### src/rtl/flag_serializer.sv
// flag_serializer: sends one framed word per start request on a single serial line.
// Frame layout: flag 0111110, payload MSB first, flag 0111110, then a one-cycle done pulse.
// Optional build macro BIT_STUFF_EN: after four consecutive payload ones, insert a 0
// ahead of the next payload bit, so the flag pattern never shows up inside the payload.
//
// state  | meaning
// IDLE   | line idle at 1, waiting for start with en high
// FLAG_S | start flag on the line, cnt_q = flag bit index
// DATA   | payload on the line, cnt_q = payload bits sent so far
// FLAG_E | end flag on the line, cnt_q = flag bit index
// DONE   | one cycle with done high, line idle
module flag_serializer #(
  parameter int DATA_W = 8
) (
  input  logic              clk,
  input  logic              rst,
  input  logic              en,
  input  logic              start,
  input  logic [DATA_W-1:0] parIn,
  output logic              serOut,
  output logic              busy,
  output logic              done
);

  localparam int CW = ($clog2(DATA_W + 1) > 3) ? $clog2(DATA_W + 1) : 3;
  localparam logic [CW-1:0] FLAG_LAST = CW'(6);
  localparam logic [CW-1:0] FLAG_PEAK = CW'(5);
  localparam logic [CW-1:0] DATA_LAST = CW'(DATA_W);

  typedef enum logic [2:0] {
    IDLE   = 3'd0,
    FLAG_S = 3'd1,
    DATA   = 3'd2,
    FLAG_E = 3'd3,
    DONE   = 3'd4
  } state_t;

  state_t            state_q, state_d;
  logic [CW-1:0]     cnt_q, cnt_d;
  logic [DATA_W-1:0] sh_q, sh_d;
  logic              ser_q, ser_d;
  logic              busy_q, busy_d;
  logic              done_q, done_d;
`ifdef BIT_STUFF_EN
  logic [2:0]        ones_q, ones_d;
`endif

  // State, shift register and registered line outputs; reset wins over everything.
  always_ff @(posedge clk) begin
    if (rst) begin
      state_q <= IDLE;
      cnt_q   <= '0;
      sh_q    <= '0;
      ser_q   <= 1'b1;
      busy_q  <= 1'b0;
      done_q  <= 1'b0;
`ifdef BIT_STUFF_EN
      ones_q  <= 3'd0;
`endif
    end else begin
      state_q <= state_d;
      cnt_q   <= cnt_d;
      sh_q    <= sh_d;
      ser_q   <= ser_d;
      busy_q  <= busy_d;
      done_q  <= done_d;
`ifdef BIT_STUFF_EN
      ones_q  <= ones_d;
`endif
    end
  end

  // Next state plus the line value for the cycle after the coming edge.
  always_comb begin
    state_d = state_q;
    cnt_d   = cnt_q;
    sh_d    = sh_q;
    ser_d   = 1'b1;
    busy_d  = 1'b0;
    done_d  = 1'b0;
`ifdef BIT_STUFF_EN
    ones_d  = ones_q;
`endif
    if (!en) begin
      state_d = IDLE;
      cnt_d   = '0;
`ifdef BIT_STUFF_EN
      ones_d  = 3'd0;
`endif
    end else begin
      case (state_q)
        IDLE: begin
          if (start) begin
            state_d = FLAG_S;
            cnt_d   = '0;
            sh_d    = parIn;
            ser_d   = 1'b0;
            busy_d  = 1'b1;
          end
        end
        FLAG_S: begin
          busy_d = 1'b1;
          if (cnt_q == FLAG_LAST) begin
            state_d = DATA;
            ser_d   = sh_q[DATA_W-1];
            sh_d    = {sh_q[DATA_W-2:0], 1'b0};
            cnt_d   = CW'(1);
`ifdef BIT_STUFF_EN
            ones_d  = {2'b00, sh_q[DATA_W-1]};
`endif
          end else begin
            cnt_d = cnt_q + CW'(1);
            ser_d = (cnt_q != FLAG_PEAK);
          end
        end
        DATA: begin
          busy_d = 1'b1;
          if (cnt_q == DATA_LAST) begin
            state_d = FLAG_E;
            cnt_d   = '0;
            ser_d   = 1'b0;
          end
`ifdef BIT_STUFF_EN
          // Stuffed zero: the pending payload bit stays at the top of sh_q.
          else if (ones_q == 3'd4) begin
            ser_d  = 1'b0;
            ones_d = 3'd0;
          end
`endif
          else begin
            ser_d = sh_q[DATA_W-1];
            sh_d  = {sh_q[DATA_W-2:0], 1'b0};
            cnt_d = cnt_q + CW'(1);
`ifdef BIT_STUFF_EN
            ones_d = sh_q[DATA_W-1] ? ones_q + 3'd1 : 3'd0;
`endif
          end
        end
        FLAG_E: begin
          if (cnt_q == FLAG_LAST) begin
            state_d = DONE;
            cnt_d   = '0;
            done_d  = 1'b1;
          end else begin
            busy_d = 1'b1;
            cnt_d  = cnt_q + CW'(1);
            ser_d  = (cnt_q != FLAG_PEAK);
          end
        end
        DONE: begin
          state_d = IDLE;
        end
        default: begin
          state_d = IDLE;
          cnt_d   = '0;
        end
      endcase
    end
  end

  assign serOut = ser_q;
  assign busy   = busy_q;
  assign done   = done_q;

endmodule

### config.mk
export PLATFORM = sky130hd
export DESIGN_NAME = flag_serializer
export DESIGN_NICKNAME = d
export VERILOG_FILES = /design/src/rtl/flag_serializer.sv
export SDC_FILE = /design/constraint.sdc
export NUM_CORES = 1
export LEC_CHECK = 0
export CAP_MARGIN = 20
export CELL_PAD_IN_SITES_DETAIL_PLACEMENT = 1
export CELL_PAD_IN_SITES_GLOBAL_PLACEMENT = 1
export CORE_MARGIN = 2
export CORE_UTILIZATION = 36
export DETAILED_ROUTE_END_ITERATION = 8
export PLACE_DENSITY_LB_ADDON = 0.1
export SYNTH_ARGS = -nofsm -noshare
export SYNTH_HDL_FRONTEND = slang
export SYNTH_SLANG_ARGS = --single-unit
### constraint.sdc
create_clock -name clk -period 1.54 [get_ports clk]
set_clock_uncertainty 0.15 [all_clocks]
set_input_delay 0.308 -clock clk [delete_from_list [all_inputs] [get_ports clk]]
set_output_delay 0.308 -clock clk [all_outputs]
set_load 0.05 [all_outputs]
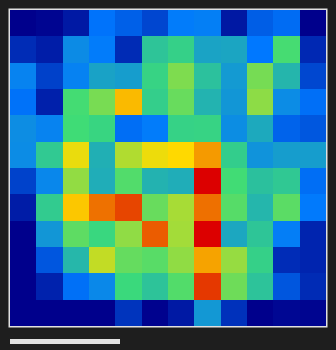
run_1/wire_density.png
Bar = 20 um. The die is cut into 12 by 12 equal tiles; dark blue is low, red is high, scaled to the fullest tile. Values are wire area over tile area, all layers added.
tiles over half the peak = 28%
nearly empty tiles = 9.7%
fullest tile = 0.39
mean over tiles = 0.14
densest ninth of the die = centre
total vias in the final route: 965
routed wirelength normalized by instance count: 16.84 um
routed wire length: 3.082 mm

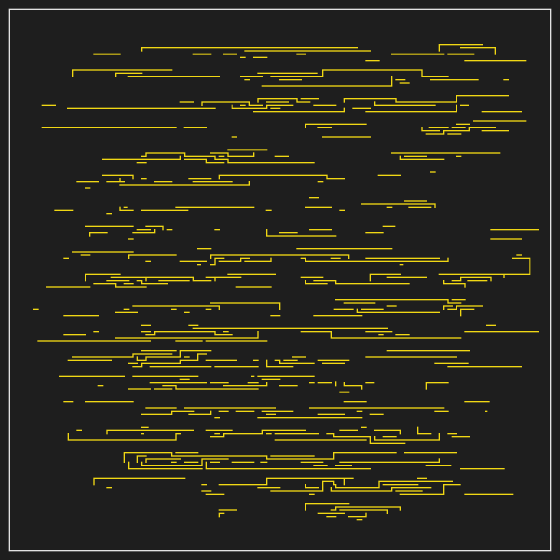
run_1/met1.png
main direction = horizontal
longest straight run = 23.0 um
wire length on this layer = 1380 um
nets with wire on the layer = 151
met1 usage: 0.2730

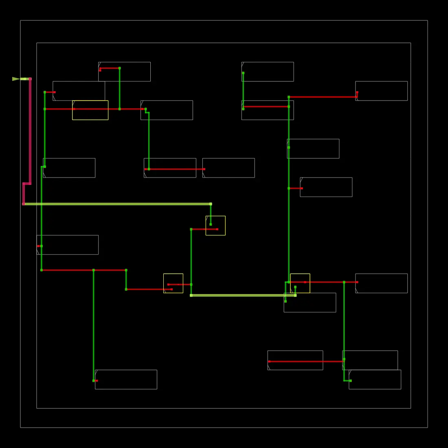
run_1/final_clocks.png
# clock sinks: 18
layout sequential cell count: 18
later-pin clock latency in the skew report: 0.30 ns
number of clock buffers in the layout: 4

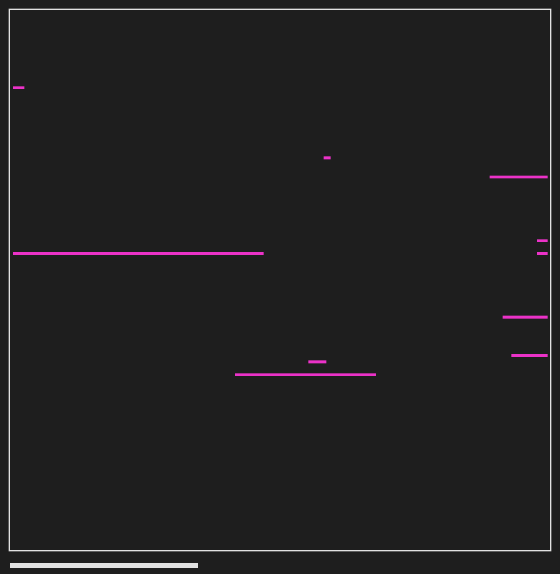
run_1/met3.png
Bar = 20 um.
wire length on this layer = 59.6 um
longest straight run = 26.4 um
met3 GRT Util: 0.03628

==> summary.txt, run 1 <==
flow finished, numbers: yosys warns=0, antenna diode instance count=0, Inverters excl. clock=6, vias in the first global route=around 1.1k, unrepaired setup endpoints after global routing=yes, run status=finished, violations left, Met2 Routed Length=~1.6 mm, placeable core region=around 2700 um^2, combinational fraction of design power=0.203, number of flip-flops in the largest register=8, post-cts resize count=24, internal power=roughly 730 uW, overall power of the completed layout=996.3 uW, end point of the most critical hold path=state_q[0], Synth cell types=about 43, number of endpoints failing setup at the final stage=13, count of nets after finishing=approximately 170, sequential cell fraction of total power=0.496, IO Count=15, Placed Cells=175, setup slack after layout=-0.1009 ns, flip-flop and latch count after synthesis=18, Critical Path Fanout Max=7, routability congestion estimate=roughly 0.82, area of the multi-input gates=slightly below 800 um^2, top library cells by usage in the layout, fill and taps aside=sky130_fd_sc_hd__buf_4 (29), sky130_fd_sc_hd__dfxtp_1 (14), sky130_fd_sc_hd__clkdlybuf4s50_1 (10), sky130_fd_sc_hd__mux2i_1 (7), sky130_fd_sc_hd__o2bb2ai_2 (7), power attributed to combinational cells=202 uW, Cell Area, Placed=between 1000 and 1500 um^2, CP arrival=1.69 ns, HPWL after DPL=between 2 and 2.5 mm, clk root buf=sky130_fd_sc_hd__clkbuf_4, accumulated negative setup slack=-0.9842 ns, clock tree from TritonCTS=built, violated checks=negative setup slack
run_1/cell_classes.png
Fill, decap, tap and diode cells in grey.
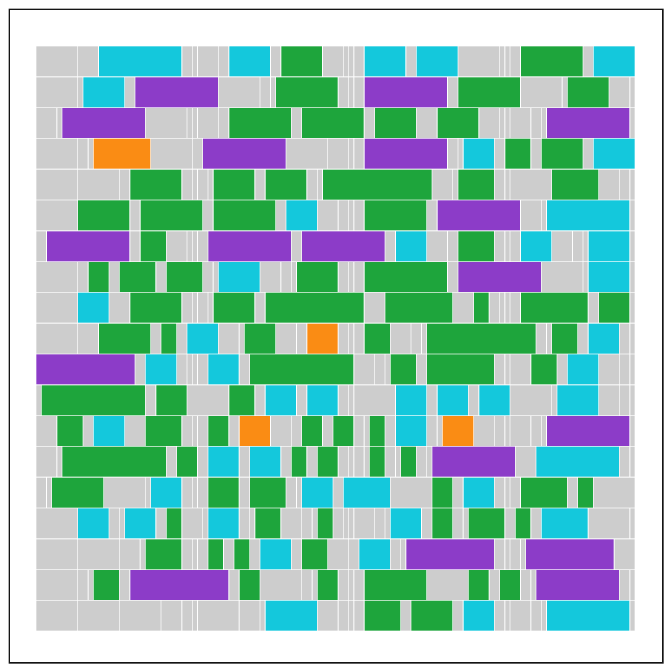

==> run 2, diff against run 1 <==
- CORE_MARGIN: 2 -> not set
- REMOVE_ABC_BUFFERS: not set -> 1
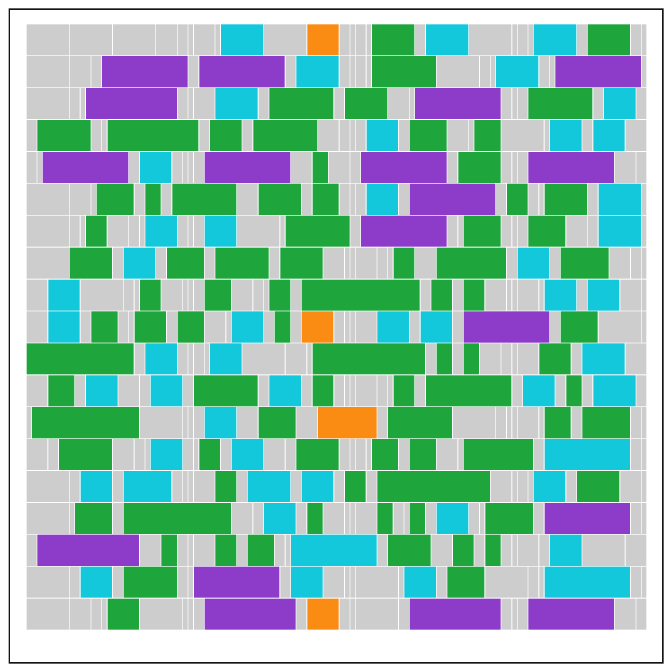
run_2/cell_classes.png
Fill, decap, tap and diode cells in grey.
purple -> flip-flops  # cells 18
green -> all other logic  # cells 84
orange -> clock drivers and dummy loads  # cells 4
cyan -> other buffers and delay cells  # cells 50
flop share of the area: 0.2148
Placement Rows: 19
post-layout util: 0.6265
final non-filler cell area: 1713 um^2
placeable core region: 2734 um^2

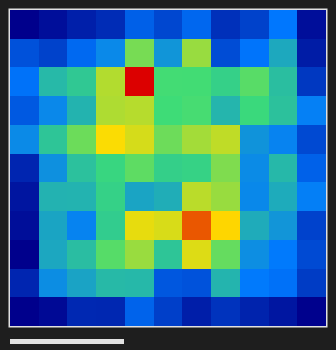
run_2/wire_density.png
Bar = 20 um. The die is cut into 11 by 11 equal tiles; dark blue is low, red is high, scaled to the fullest tile. Values are wire area over tile area, all layers added.
densest ninth of the die = centre
tiles over half the peak = 24%
mean over tiles = 0.17
nearly empty tiles = 4.1%
aggregate global-route resource usage: 0.2400
total vias in the final route: 1032
routed wirelength normalized by instance count: 18.17 um
routed wire length: 3.397 mm

==> summary.txt, run 2 <==
flow finished, numbers: # clock sinks=18 (unchanged), later-pin clock latency in the skew report=0.32 ns (was 0.30 ns), routability congestion estimate=0.8022 (was 0.8196), Synth cell types=43 (unchanged), count of nets after finishing=173 (was 169), Cell Area, Placed=1429 um^2 (was 1480 um^2), setup slack after layout=-0.1207 ns (was -0.1009 ns), layout sequential cell count=18 (unchanged), combinational fraction of design power=0.203 (about the same), yosys warns=0 (unchanged), Placed Cells=176 (was 175), run status=finished, violations left (unchanged), top library cells by usage in the layout, fill and taps aside=sky130_fd_sc_hd__buf_4 (35), sky130_fd_sc_hd__dfxtp_1 (14), sky130_fd_sc_hd__clkdlybuf4s50_1 (11), sky130_fd_sc_hd__mux2i_1 (7) (was sky130_fd_sc_hd__buf_4 (29), sky130_fd_sc_hd__dfxtp_1 (14), sky130_fd_sc_hd__clkdlybuf4s50_1 (10), sky130_fd_sc_hd__mux2i_1 (7), sky130_fd_sc_hd__o2bb2ai_2 (7)), clk root buf=sky130_fd_sc_hd__clkbuf_4 (unchanged), met1 usage=0.2915 (was 0.2730), sequential cell fraction of total power=0.486 (was 0.496), flip-flop and latch count after synthesis=18 (unchanged), IO Count=15 (unchanged), number of endpoints failing setup at the final stage=12 (was 13), accumulated negative setup slack=-1.234 ns (was -0.9842 ns), Critical Path Fanout Max=5 (was 7), violated checks=negative setup slack (unchanged), antenna diode instance count=0 (unchanged), Inverters excl. clock=6 (unchanged)
run_2/met3.png
Bar = 20 um.
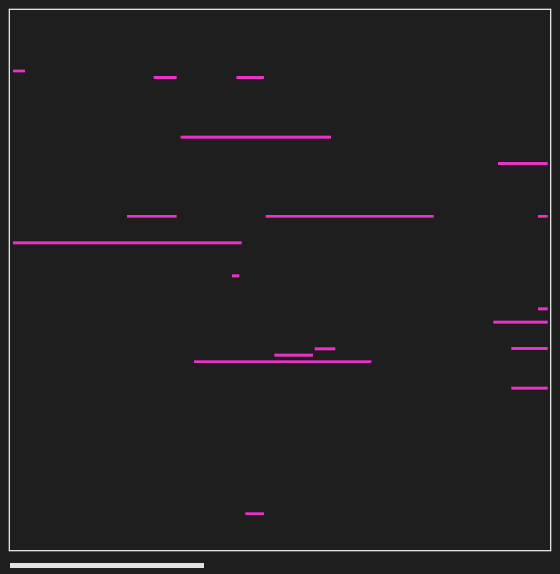

==> run 3, diff against run 2 <==
- SKIP_CTS_REPAIR_TIMING: not set -> 1
- SLEW_MARGIN: not set -> 15
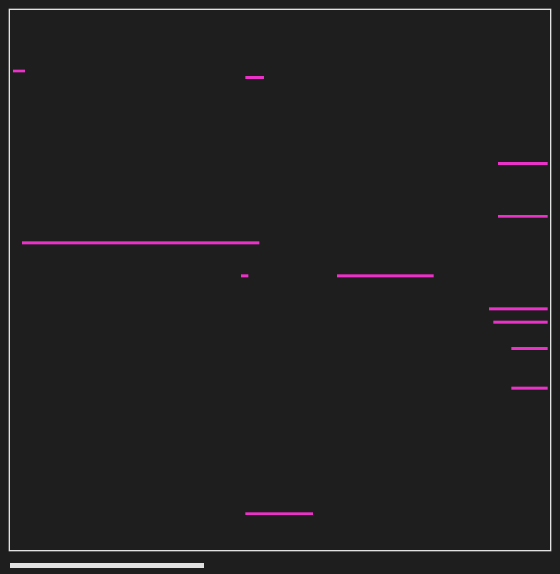
run_3/met3.png
Bar = 20 um.
wire length on this layer = 70.7 um
longest straight run = 24.1 um
nets with wire on the layer = 9
share of all routed wire = 2.1%
routed wire length: 3.334 mm
met3 GRT Util: 0.02791
total vias in the final route: 1000

==> summary.txt, run 3 <==
flow finished, numbers: run status=finished, violations left (unchanged), violated checks=negative setup slack (unchanged), number of flip-flops in the largest register=8 (unchanged), HPWL after DPL=2.143 mm (unchanged), accumulated negative setup slack=-1.429 ns (was -1.234 ns), area of the multi-input gates=780.7 um^2 (was 798.3 um^2), Critical Path Fanout Max=4 (was 5), later-pin clock latency in the skew report=0.32 ns (about the same), placeable core region=2734 um^2 (unchanged), setup slack after layout=-0.2442 ns (was -0.1207 ns), internal power=730.0 uW (was 737.9 uW), Synth cell types=43 (unchanged), Cell Area, Placed=1429 um^2 (unchanged), yosys warns=0 (unchanged), number of endpoints failing setup at the final stage=11 (was 12), count of nets after finishing=168 (was 173), # clock sinks=18 (unchanged), combinational fraction of design power=0.195 (was 0.203), layout sequential cell count=18 (unchanged), routed wirelength normalized by instance count=18.32 um (was 18.17 um), overall power of the completed layout=1009 uW (was 1018 uW), antenna diode instance count=0 (unchanged), routability congestion estimate=0.8022 (unchanged), top library cells by usage in the layout, fill and taps aside=sky130_fd_sc_hd__buf_4 (30), sky130_fd_sc_hd__dfxtp_1 (14), sky130_fd_sc_hd__clkdlybuf4s50_1 (11), sky130_fd_sc_hd__mux2i_1 (7), sky130_fd_sc_hd__o2bb2ai_2 (7) (was sky130_fd_sc_hd__buf_4 (35), sky130_fd_sc_hd__dfxtp_1 (14), sky130_fd_sc_hd__clkdlybuf4s50_1 (11), sky130_fd_sc_hd__mux2i_1 (7)), clock tree from TritonCTS=built (unchanged), post-layout util=0.6064 (was 0.6265)
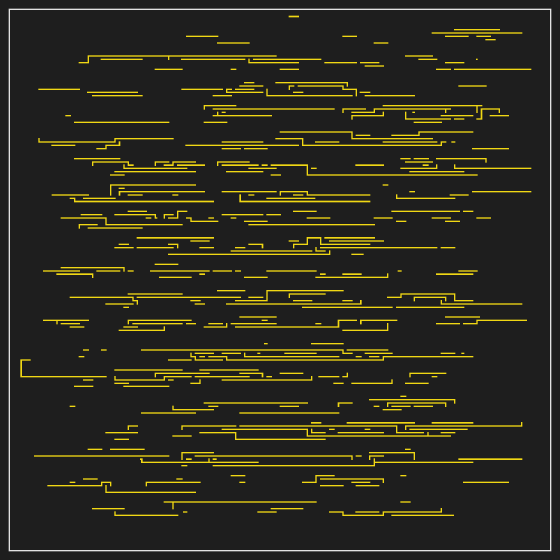
run_3/met1.png
wire length on this layer = 1470 um
longest straight run = 20.7 um
main direction = horizontal
share of all routed wire = 44%
nets with wire on the layer = 150
met1 usage: 0.2672

Power is estimated from default activity; no workload was simulated.
